File: config.mk
export PLATFORM = sky130hd
export DESIGN_NAME = mem_fetch_sequencer
export DESIGN_NICKNAME = d
export VERILOG_FILES = /design/src/rtl/mem_fetch_sequencer.sv
export SDC_FILE = /design/constraint.sdc
export NUM_CORES = 2
export LEC_CHECK = 0
export ABC_CLOCK_PERIOD_IN_PS = 11400
export CORE_ASPECT_RATIO = 0.6
export CORE_MARGIN = 2
export CORE_UTILIZATION = 55
export DETAILED_ROUTE_END_ITERATION = 10
export DONT_BUFFER_PORTS = 1
export HOLD_SLACK_MARGIN = 0.12
export PLACE_DENSITY = 0.76
export SYNTH_ARGS = -nofsm -noshare
export SYNTH_HDL_FRONTEND = slang
export SYNTH_SLANG_ARGS = --single-unit
File: constraint.sdc
create_clock -name clock_mem -period 11.4 [get_ports clock_mem]
set_input_delay 1.71 -clock clock_mem [delete_from_list [all_inputs] [get_ports clock_mem]]
set_output_delay 1.71 -clock clock_mem [all_outputs]
set_load 0.005 [all_outputs]
File: src/rtl/mem_fetch_sequencer.sv
// mem_fetch_sequencer
// Walks one dense layer in groups of 10 output neurons. Each group issues one
// bias read followed by in_len input/weight reads on the main memory's x,
// w1..w10 and b1..b10 pointers. It also emits valid tags aligned to the
// memory's one-cycle registered read data. The block only reads memory.

module mem_fetch_sequencer #(
    parameter int AW = 16
) (
    input  logic          clock_mem,
    input  logic          rst,
    input  logic          start,
    input  logic [AW-1:0] cfg_x_base,
    input  logic [AW-1:0] cfg_w_base,
    input  logic [AW-1:0] cfg_b_base,
    input  logic [AW-1:0] cfg_in_len,
    input  logic [AW-1:0] cfg_out_len,
    input  logic          acc_ready,
    output logic          mem_rd_en,
    output logic [AW-1:0] x_addr,
    output logic [AW-1:0] w1_addr,
    output logic [AW-1:0] w2_addr,
    output logic [AW-1:0] w3_addr,
    output logic [AW-1:0] w4_addr,
    output logic [AW-1:0] w5_addr,
    output logic [AW-1:0] w6_addr,
    output logic [AW-1:0] w7_addr,
    output logic [AW-1:0] w8_addr,
    output logic [AW-1:0] w9_addr,
    output logic [AW-1:0] w10_addr,
    output logic [AW-1:0] b1_addr,
    output logic [AW-1:0] b2_addr,
    output logic [AW-1:0] b3_addr,
    output logic [AW-1:0] b4_addr,
    output logic [AW-1:0] b5_addr,
    output logic [AW-1:0] b6_addr,
    output logic [AW-1:0] b7_addr,
    output logic [AW-1:0] b8_addr,
    output logic [AW-1:0] b9_addr,
    output logic [AW-1:0] b10_addr,
    output logic          bias_valid,
    output logic          data_valid,
    output logic          last_valid,
    output logic [9:0]    lane_mask,
    output logic [AW-1:0] group_idx,
    output logic          busy,
    output logic          done,
    output logic          cfg_err
);

    // The memory has exactly 10 weight and 10 bias ports, so the lane count is fixed.
    localparam int LANES = 10;

    typedef enum logic [2:0] {
        S_IDLE,
        S_INIT,
        S_BIAS,
        S_STREAM,
        S_NEXT,
        S_DONE
    } state_t;

    state_t        state_q, state_d;

    // Configuration latched at start
    logic [AW-1:0] x_base_q,  x_base_d;
    logic [AW-1:0] w_base_q,  w_base_d;
    logic [AW-1:0] b_base_q,  b_base_d;
    logic [AW-1:0] in_len_q,  in_len_d;
    logic [AW-1:0] out_len_q, out_len_d;
    logic          err_q,     err_d;

    // Walk state: per-lane weight row pointers, first neuron of the group,
    // group counter and input index inside the group
    logic [AW-1:0] row_q [LANES];
    logic [AW-1:0] row_d [LANES];
    logic [AW-1:0] nbase_q, nbase_d;
    logic [AW-1:0] group_q, group_d;
    logic [AW-1:0] i_q,     i_d;

    // Read tags delayed by one cycle to line up with the registered read data
    logic          bias_valid_q, bias_valid_d;
    logic          data_valid_q, data_valid_d;
    logic          last_valid_q, last_valid_d;

    logic [AW-1:0] w_addr [LANES];
    logic [AW-1:0] b_addr [LANES];
    logic [AW-1:0] lane_stride;
    logic          last_beat;
    logic          group_end;

    // Moving to the next group advances every lane by LANES rows (truncated)
    assign lane_stride = in_len_q * AW'(LANES);
    assign last_beat   = (i_q == (in_len_q - AW'(1)));
    // One extra bit keeps the end-of-layer test correct for out_len near 2^AW
    assign group_end   = (({1'b0, nbase_q} + (AW+1)'(LANES)) >= {1'b0, out_len_q});

    // State register with synchronous active-low reset
    always_ff @(posedge clock_mem) begin
        // NOTE: non-blocking assignments make every register sample pre-edge values, independent of statement order.
        if (!rst) begin
            state_q      <= S_IDLE;
            x_base_q     <= '0;
            w_base_q     <= '0;
            b_base_q     <= '0;
            in_len_q     <= '0;
            out_len_q    <= '0;
            err_q        <= 1'b0;
            nbase_q      <= '0;
            group_q      <= '0;
            i_q          <= '0;
            bias_valid_q <= 1'b0;
            data_valid_q <= 1'b0;
            last_valid_q <= 1'b0;
            // NOTE: the 10-entry row table is small, so it is cleared with the rest of the state; a real RAM array would not be.
            for (int k = 0; k < LANES; k++) begin
                row_q[k] <= '0;
            end
        end else begin
            state_q      <= state_d;
            x_base_q     <= x_base_d;
            w_base_q     <= w_base_d;
            b_base_q     <= b_base_d;
            in_len_q     <= in_len_d;
            out_len_q    <= out_len_d;
            err_q        <= err_d;
            nbase_q      <= nbase_d;
            group_q      <= group_d;
            i_q          <= i_d;
            bias_valid_q <= bias_valid_d;
            data_valid_q <= data_valid_d;
            last_valid_q <= last_valid_d;
            for (int k = 0; k < LANES; k++) begin
                row_q[k] <= row_d[k];
            end
        end
    end

    // Next-state logic, read enable and read tags
    always_comb begin
        // NOTE: every signal written here is defaulted first so no branch can infer a latch.
        state_d      = state_q;
        x_base_d     = x_base_q;
        w_base_d     = w_base_q;
        b_base_d     = b_base_q;
        in_len_d     = in_len_q;
        out_len_d    = out_len_q;
        err_d        = err_q;
        nbase_d      = nbase_q;
        group_d      = group_q;
        i_d          = i_q;
        bias_valid_d = 1'b0;
        data_valid_d = 1'b0;
        last_valid_d = 1'b0;
        mem_rd_en    = 1'b0;
        for (int k = 0; k < LANES; k++) begin
            row_d[k] = row_q[k];
        end

        case (state_q)
            S_IDLE: begin
                if (start) begin
                    x_base_d  = cfg_x_base;
                    w_base_d  = cfg_w_base;
                    b_base_d  = cfg_b_base;
                    in_len_d  = cfg_in_len;
                    out_len_d = cfg_out_len;
                    nbase_d   = '0;
                    group_d   = '0;
                    i_d       = '0;
                    if ((cfg_in_len == '0) || (cfg_out_len == '0)) begin
                        // Empty layer: report it and finish without touching memory
                        err_d   = 1'b1;
                        state_d = S_DONE;
                    end else begin
                        err_d   = 1'b0;
                        state_d = S_INIT;
                    end
                end
            end

            S_INIT: begin
                for (int k = 0; k < LANES; k++) begin
                    row_d[k] = w_base_q + in_len_q * AW'(k);
                end
                nbase_d = '0;
                group_d = '0;
                i_d     = '0;
                state_d = S_BIAS;
            end

            S_BIAS: begin
                if (acc_ready) begin
                    mem_rd_en    = 1'b1;
                    bias_valid_d = 1'b1;
                    state_d      = S_STREAM;
                end
            end

            S_STREAM: begin
                // A stall freezes i, so the addresses hold until the read is issued
                if (acc_ready) begin
                    mem_rd_en    = 1'b1;
                    data_valid_d = 1'b1;
                    if (last_beat) begin
                        last_valid_d = 1'b1;
                        state_d      = S_NEXT;
                    end else begin
                        i_d = i_q + AW'(1);
                    end
                end
            end

            S_NEXT: begin
                for (int k = 0; k < LANES; k++) begin
                    row_d[k] = row_q[k] + lane_stride;
                end
                nbase_d = nbase_q + AW'(LANES);
                group_d = group_q + AW'(1);
                i_d     = '0;
                state_d = group_end ? S_DONE : S_BIAS;
            end

            S_DONE: begin
                state_d = S_IDLE;
            end

            default: begin
                state_d = S_IDLE;
            end
        endcase
    end

    // Address pointers, driven only in the state that reads through them
    always_comb begin
        x_addr = '0;
        for (int k = 0; k < LANES; k++) begin
            w_addr[k] = '0;
            b_addr[k] = '0;
        end
        if (state_q == S_BIAS) begin
            for (int k = 0; k < LANES; k++) begin
                b_addr[k] = b_base_q + nbase_q + AW'(k);
            end
        end
        if (state_q == S_STREAM) begin
            x_addr = x_base_q + i_q;
            for (int k = 0; k < LANES; k++) begin
                w_addr[k] = row_q[k] + i_q;
            end
        end
    end

    // Lane k carries a real neuron while nbase + k is still inside the layer
    always_comb begin
        lane_mask = '0;
        for (int k = 0; k < LANES; k++) begin
            lane_mask[k] = (({1'b0, nbase_q} + (AW+1)'(k)) < {1'b0, out_len_q});
        end
    end

    assign w1_addr  = w_addr[0];
    assign w2_addr  = w_addr[1];
    assign w3_addr  = w_addr[2];
    assign w4_addr  = w_addr[3];
    assign w5_addr  = w_addr[4];
    assign w6_addr  = w_addr[5];
    assign w7_addr  = w_addr[6];
    assign w8_addr  = w_addr[7];
    assign w9_addr  = w_addr[8];
    assign w10_addr = w_addr[9];

    assign b1_addr  = b_addr[0];
    assign b2_addr  = b_addr[1];
    assign b3_addr  = b_addr[2];
    assign b4_addr  = b_addr[3];
    assign b5_addr  = b_addr[4];
    assign b6_addr  = b_addr[5];
    assign b7_addr  = b_addr[6];
    assign b8_addr  = b_addr[7];
    assign b9_addr  = b_addr[8];
    assign b10_addr = b_addr[9];

    assign bias_valid = bias_valid_q;
    assign data_valid = data_valid_q;
    assign last_valid = last_valid_q;
    assign group_idx  = group_q;
    assign busy       = (state_q != S_IDLE);
    assign done       = (state_q == S_DONE);
    assign cfg_err    = (state_q == S_DONE) && err_q;

endmodule

==> images/placement.png <==
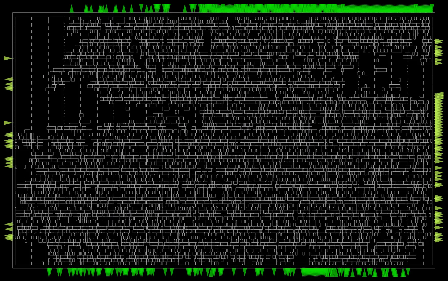
Taps Inserted: 987
final instance count without filler cells: 6276

==> images/wires.png <==
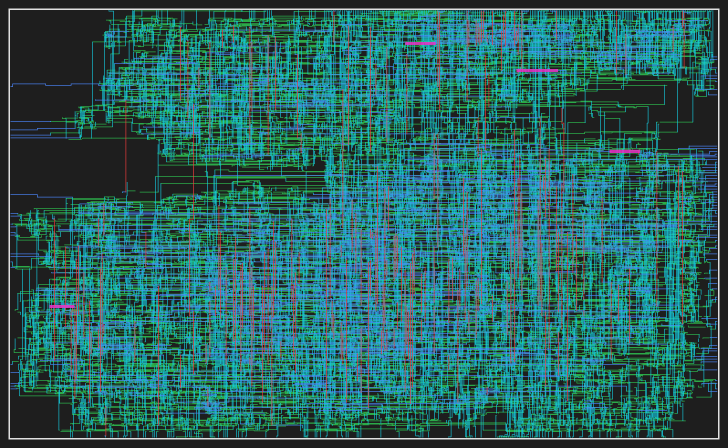
color	layer	wire length
magenta	metal 5	58.0 um
green	metal 1	65.6 mm
blue	metal 3	22.0 mm
cyan	metal 2	58.7 mm
red	metal 4	6370 um

==> images/metal_density.png <==
The die is cut into 36 by 22 equal tiles; black is low, pale yellow is high, scaled to the fullest tile. Values are wire area over tile area, all layers added.
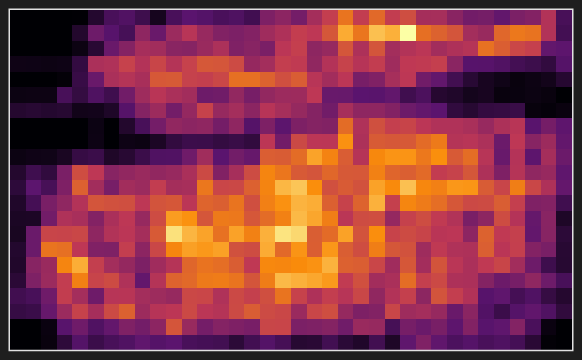
nearly empty tiles	4.8%
emptiest ninth of the die	upper left
tiles over half the peak	35%
detailed-route via count: 40.9k
Total Routed Length: 153000 um
mean routed wirelength per cell: 24.3 um
GRT Resource Usage Total: 0.380

==> images/layer_met1.png <==
Supply wires on this layer in gray.
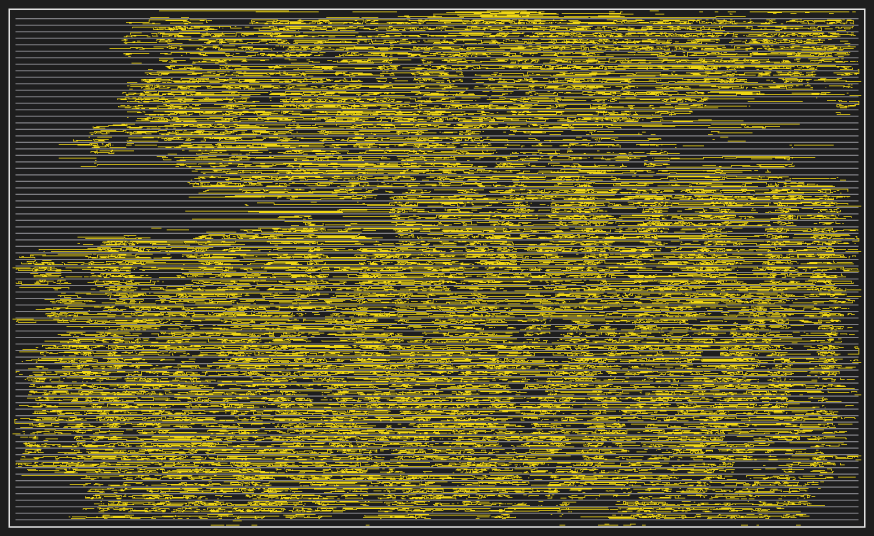
longest straight run	81.4 um
main direction	horizontal
global-route track usage on met1: 0.549

==> run summary <==
Flow results are below.

- The number of instances in the synthesized netlist is roughly 5.4k, for reference.
- The combinational cell area excluding buffers and inverters is 33600 um2, for reference.
- The fraction of final cell area spent on clock buffers and inverters in this run is 0.0299.
- According to the Yosys statistics, the synthesized design has a chip area of 41100 um2.
- The switching portion of total power comes to 0.515.
- The tightest hold path in the finished design has a slack of 0.453 ns.
- The clock latency at the later pin of the worst-skew pair is 0.61 ns, for reference.
- From the final report, the count of setup violators was given as 0.
- The via count of the first global-routing pass is 36.7k, for reference.
- The total tool warning count is 76, for reference.
- The number of maximum-capacitance violations recorded for the run is 0.
- The maximum level of the CTS H-tree is 2, for reference.
- The post-route utilization of the core is recorded as 0.588.
- The wire length on met2 is 58700 um, for reference.
- The clock slew seen by the registers of the worst setup and hold paths is 0.06 ns, for reference.
- Per the synthesis report, the adder-cell share of the synthesized area is 0.254.
- The multi-input logic cell count is 4626, for reference.
- The power of the sequential group is 1.52 mW, for reference.
- After the last flow step, the layout net total stands at between 6k and 7k.
- The largest net degree at the start of global routing is ~110, for reference.
- Routability-driven placement finished with a final weighted congestion of 1.02.
- The biggest fanout along the worst timing path is 12, for reference.
- The leakage power is a little under 20 nW, for reference.
- The final hold violation count is 0, for reference.
- The residual antenna-violating net count after detailed routing is 0, for reference.
- The slew at the pin closest to its max-slew limit is around 1.4 ns, for reference.
- The post-CTS resize count is 0, for reference.
- The register with the most flip-flops is row_q, for reference.
- The most frequently placed logic cell in the final layout is sky130_fd_sc_hd__ha_1, for reference.
- According to the cell report, flip-flops and latches in the layout number 286.
- STA reports a reg2reg setup slack of 6.09 ns.
- Wire segments on met3 add up to 22000 um in the final route.
- Hold repair after CTS inserted 0 buffers.
- The flow ran to the end, and the final reports show no timing, DRC or antenna violations.
- The layout cell share with drive strength beyond 1 is 0.0482, for reference.
- Across all setup checks in the final design, the least slack found is just over 5 ns.
- In this run the standard cell core region covers 73800 um2.
- Per the CTS log, the root buffer master is sky130_fd_sc_hd__clkbuf_16.
- The cell class with the largest area share is multi-input combinational cells, for reference.
- The first global-routing pass estimated 226000 um of wire.
- The power report attributes to the clock group a share of 0.163.
- The count of buffer and inverter cells on the critical path is 0, for reference.
- STA shows the worst min-delay path finishing at out_len_q[9].
- The largest power group is combinational logic, for reference.
- For the worst min-delay path, the startpoint reported by OpenROAD is out_len_q[9].
- The ratio of final minimum period to clock period is 0.559, for reference.
- The synthesized area per cell is approximately 7.7 um2, for reference.
No activity file was given, so power comes from the tool's default toggle rates.
